Design uart_tx_fifo, sky130hd; sources not shown.
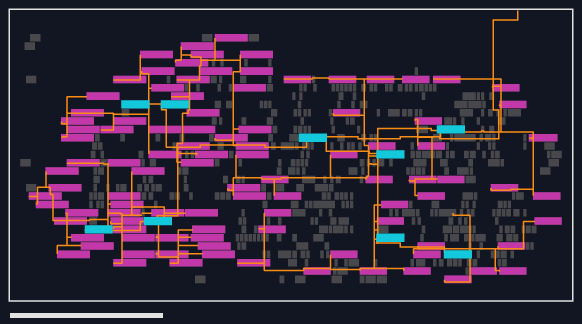
clock_wires.png
Bar = 50 um.
magenta -> flip-flops  # count 100
orange -> clock wires  # length 1,390 um
cyan -> clock-net drivers  # count 9
flops lie = spread over the die
routed clock nets = 10
clock power share: 19.9%
clock network power consumption: 0.763 mW

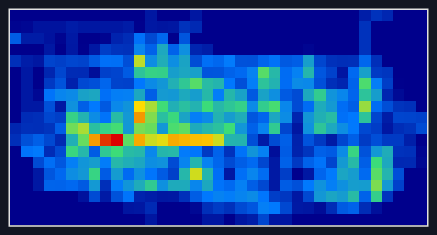
route_heat.png
The die is cut into 37 by 19 equal tiles; dark blue is low, red is high, scaled to the fullest tile. Values are wire area over tile area, all layers added.
fullest tile = 0.58
mean over tiles = 0.10
nearly empty tiles = 28%
emptiest ninth of the die = upper right
tiles over half the peak = 5.1%
densest ninth of the die = centre
GRT Util Overall: 14.2%
WL per Instance: 16.2 um
Routed Wire Length: 11,500 um
via count: 3,362

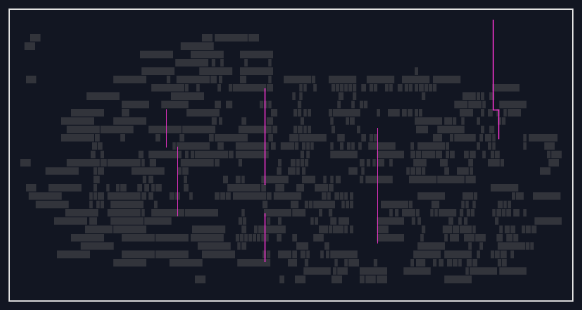
m4.png
wire length on this layer = 160 um
main direction = vertical
share of all routed wire = 1.4%
longest straight run = 37.4 um

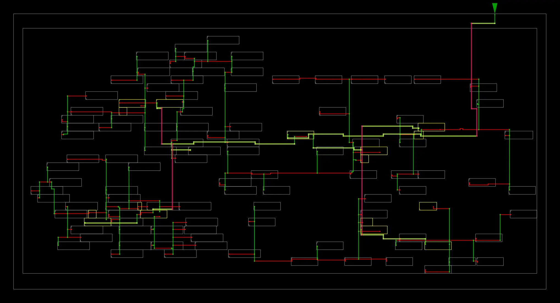
clock_nets.png
Num CTS Buffers: 9
Sink Count: 100

==> out/metrics.yaml <==
clock_network:
  clk_pin_slew_ns: 0.08
  hold_buffers: 0
  cts_resized: 0
  htree_levels: 3
  cts_tree: "yes"
timing:
  fmax_mhz: 267
  maxSlewViolCount: 0
  slew_headroom_pct: 41.9
  hold_violations: 4
  finalCriticalPeriod_ns: 3.74
  holdWs_ns: -0.00945
  max_slew.worst_pin.slew_ns: 0.871
power:
  p_leak_nw: 2.19
  comb-power_mw: 1.74
  p_seq_mw: 1.33
  comb_power_share_pct: 45.4
  p_int_mw: 2.15
  swShare_pct: 43.9
  power_switching_mw: 1.68
  finalPower_mw: 3.83
  maxPowerGroup: "combinational cells"
detailed_routing:
  drc: 0
  drt-initial-drc-count: 284
  vias_per_cell: 4.75
  ant_nets: 0
run_status:
  violations: "hold timing"
  status: "finished with violations"
worst_setup_path:
  reg2regPathDepth: 9
  critPathRequiredTime_ns: 3.81
  worstSetupPathType: "reg2out"
  cp_max_fo: 19
  max_stage_delay_ns: 0.69
  slowest_stage: "dfrtp_1"
place:
  port_buffers: 21
  dp_slack_ns: 0.943
finish:
  drive_gt1_share_pct: 8.63
  fin_cells: 708
  largest_reg_flops: 64
  fin_area_um2: 5430
  layout.area.comb_um2: 1690
synth:
  ys_seq_share_pct: 59.7
  synth_flops: 100
  largest_area_cell: "edfxtp_1"
  synth_cell_type_count: 37
  syn_nets: 510
  most_common_cell: "nand2_1"
  synthMuxAreaShare_pct: 0
  synthTopLogicFamily: "simple AND/OR/NAND/NOR gates"
  synth-simple-area-share_pct: 22.0
  topCellsByArea: "edfxtp_1 (41%), dfrtp_1 (19%), nand2_1 (9.8%)"
  compound_area_share_pct: 8.34
floorplanning:
  fp_util_pct: 31.7
  die-area_um2: 17400
hold_path:
  hold_path_class: "in2async"
global_route:
  grt_remaining_overflow: 0
## layout make-up
cell class / instances / area share (%)
Sequential cell: 100 / 52.1
Clock buffer: 9 / 4.15
Multi-Input combinational cell: 330 / 31.1
Tap cell: 198 / 4.57
Inverter: 41 / 2.91
Timing Repair Buffer: 23 / 4.06
Clock inverter: 7 / 1.15
## placed cells by master, fill, tap and decap left out, types with 2 or more instances in the layout
| cell | netlist | final |
|---|---|---|
| nand2_1 | 123 | 123 |
| edfxtp_1 | 64 | 64 |
| nor2_1 | 59 | 59 |
| o21ai_0 | 39 | 39 |
| dfrtp_1 | 35 | 35 |
| inv_1 | 32 | 31 |
| nand3_1 | 27 | 27 |
| clkdlybuf4s50_1 | 0 | 20 |
| o22ai_1 | 16 | 16 |
| ha_1 | 13 | 13 |
| a21oi_1 | 9 | 9 |
| clkbuf_16 | 0 | 9 |
| inv_2 | 8 | 8 |
| xor2_1 | 7 | 7 |
| nand2_4 | 5 | 5 |
| o21ai_1 | 5 | 5 |
| nor3_1 | 4 | 4 |
| clkinvlp_4 | 0 | 4 |
| nand4_1 | 3 | 3 |
| nand3_2 | 3 | 3 |
| nor3_2 | 2 | 2 |
| nand2_2 | 2 | 2 |
| clkinv_1 | 1 | 2 |
| buf_4 | 0 | 2 |
## critical path, delay by kind of cell, from the launching register on
family                   cells  cell delay, ns
buffers and inverters        3            1.03
flip-flops                   1            0.69
AND/OR/NAND/NOR              3            0.53
adder cells (fa/ha/maj)      1            0.49
## layer usage
metal | up-vias | share of wire, % | global-route usage [%]
met1 | 1607 | 48 | 19.2
li1 | 1664 | - | -
met5 | - | 0 | 0
met2 | 78 | 44 | 22.0
met3 | 13 | 5.7 | 4.58
met4 | 0 | 1.4 | 3.99
No activity file was given, so power comes from the tool's default toggle rates.
